### Placement by cell class

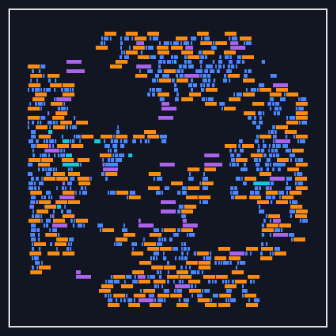
### Clock distribution

Scale bar: 50 um.
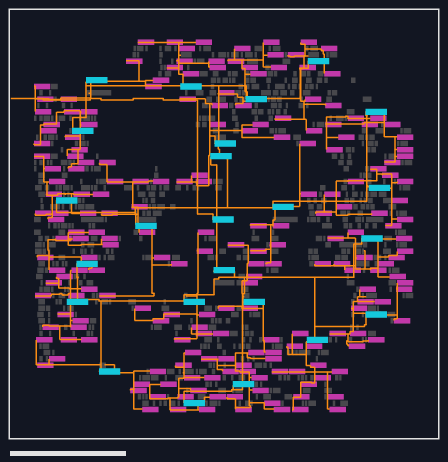
==> config.mk <==
export PLATFORM = sky130hd
export DESIGN_NAME = fmps_packet_rx
export DESIGN_NICKNAME = d
export VERILOG_FILES = /design/src/rtl/fmps_packet_rx.sv
export SDC_FILE = /design/constraint.sdc
export NUM_CORES = 1
export LEC_CHECK = 0
export CAP_MARGIN = 20
export CORE_MARGIN = 10
export CORE_UTILIZATION = 30
export CTS_CLUSTER_DIAMETER = 150
export DETAILED_ROUTE_END_ITERATION = 8
export DONT_BUFFER_PORTS = 1
export GPL_TIMING_DRIVEN = 0
export REMOVE_ABC_BUFFERS = 1
export SKIP_CTS_REPAIR_TIMING = 1
export SLEW_MARGIN = 30
export SYNTH_ARGS = -nofsm -noshare
export SYNTH_HDL_FRONTEND = slang
export SYNTH_SLANG_ARGS = --single-unit
==> constraint.sdc <==
create_clock -name auroraUserClk -period 3.6 [get_ports auroraUserClk]
set_input_delay 0.72 -clock auroraUserClk [delete_from_list [all_inputs] [get_ports auroraUserClk]]
set_output_delay 0.72 -clock auroraUserClk [all_outputs]
set_load 0.01 [all_outputs]
==> out/qor.csv <==
metric,value,unit
routed_wl,20900,um
start_kind,register,
initialDrtViolationCount,271,
area_delta_synth_final,14.4,%
cts_tree,done,
cellLeakagePower,3.16,nW
io_buffer_count,0,
ys.flops,210,
antenna_found_initial,0,
outcome,"complete, no violations",
top_layer_used,met4,
netlist_instances,870,
critPathBufInv,4,
path_clk_slew,60,ps
synth_area,8050,sq um
core_util_floorplan,30.7,%
die_h,184,um
met2_usage,18.3,%
layout.nets,905,
drv_slew,0,
p_per_area,539,nW/um^2
path_max_fanout,14,
ys_seq_share,52.2,%
clockBufferDepth,3,
met2_length,9090,um
async_flop_share,0,%
cp.depth,8,
wl_met1,8770,um
gr-total-overflow,0,
wire_per_inst,17.4,um
dr.pass1.iters,4,
chipArea,33800,sq um
max_cap_violations,0,
clkSinkCount,210,
synthTopCellsByArea,"dfxtp_1 (52%), mux2i_1 (9.7%), nor2_1 (5.7%), nand2_1 (5.1%), a311oi_1 (3.5%)",
grt_max_degree,157,
crit_chain,or3b_1 > nor4_4 > buf_6 > buf_6 > buf_6 > buf_4 > nor2_1 > a311oi_1,
syn_avg_cell_area,9.25,sq um
rows,59,
post-place-cells,1159,
vias,6203,
grt_first_pass_wirelength,32900,um
yosys_cells,870,
top_cell_area_share,52.2,%
hpwl,14000,um
setup_viol,0,
total_power,4.96,mW
cp_common_cell,buf_6,
ioPinCount,159,
grt_busiest_layer,met2,
r2r_setup_slack,1100,ps
synth_warnings,0,
h-tree-depth,1,
required,4020,ps
critPathTopFamily,simple AND/OR/NAND/NOR gates,
yosysTopAreaCell,dfxtp_1,
peakVddDrop,0.249,mV
die_w,184,um
final_area,9210,sq um
cp.arrival,2920,ps
drc,0,
critPathMaxStageDelay,560,ps
fmax,400,MHz
tns,0,ps
hp-class,primary input to register,
gp_congestion,0.750,
grt_pass1_vias,5857,
finalCriticalPeriod,2500,ps
ys_types,46,
cts_made_buffers,24,
slew_headroom,41.6,%
critical_path_class,register to register,
holdPathStages,1,
flop_cell,dfxtp_1,
edf_count,0,
hold_violations,0,
finalNonFillerCells,1200,
About 'Placement by cell class':
purple -> clock drivers and dummy loads  # cells 41, share of their area 9.2%
blue -> all other logic  # cells 605, share of their area 42%
cyan -> other buffers and delay cells  # cells 9, share of their area 1.3%
orange -> flip-flops  # cells 210, share of their area 48%
core area: 26200 sq um
Final Util: 35.2%

About 'Clock distribution':
magenta -> flip-flops  # count 210
cyan -> cells driving clock nets  # count 24
orange -> clock wires  # length 2960 um
routed clock nets = 25
flops lie = widely spread
Late-Pin Clk Latency: 520 ps
part of the power in the clock network: 50.1%
clk pwr: 2.48 mW
Final Skew: 13.1 ps

placed cells by master, fill, tap and decap left out, types with 7 or more instances in the layout:
| cell | netlist | routed |
|---|---|---|
| or3_1 | 7 | 7 |
| or4_1 | 19 | 19 |
| nor2_1 | 123 | 121 |
| mux2i_1 | 78 | 78 |
| dfxtp_1 | 210 | 210 |
| o21ai_0 | 27 | 27 |
| a311oi_1 | 32 | 32 |
| o31ai_1 | 21 | 21 |
| clkbuf_16 | 0 | 25 |
| nand3_1 | 19 | 19 |
| nand2_1 | 109 | 109 |
| xnor2_1 | 16 | 16 |
| inv_1 | 9 | 9 |
| nand4_1 | 14 | 14 |
| a21oi_1 | 55 | 55 |
synthesized netlist by cell type, drive strengths merged (17+ instances only):
master / n
nand3: 20
dfxtp: 210
a311oi: 32
o31ai: 21
nor2: 123
nand2: 109
a21oi: 55
buf: 17
o21ai: 28
mux2i: 78
or4: 19
clkbuf: 38
worst reg2reg max path, stage by stage, from the launching register on:
cell      delay (ps)
dfxtp_1          330
or3b_1           480
nor4_4           560
buf_6            230
buf_6            170
buf_6            170
buf_4            170
nor2_1            50
a311oi_1         250
power by group:
group	internal (mW)	switching [mW]
combinational	0.0555	0.0596
clock	1.53	0.958
sequential	2.34	0.0193
total	3.93	1.04
logic make-up after synthesis:
group,after synthesis,share of synthesized area [%]
buf+inv,64,3.20
fa+ha+maj,2,0.311
compound gates,164,13.3
simple gates,336,19.5
flops,210,52.2
xor+xnor,16,1.74
mux,78,9.70
final cells by class:
type,instances,area (sq um)
fillers,2682,17000
flip-flops and latches,210,4200
multi-input cells,596,3630
clock buffers,35,723
well taps,335,419
repair buffers,9,116
clock inverters,6,86.3
inverters,9,33.8
No activity file was given, so power comes from the tool's default toggle rates.
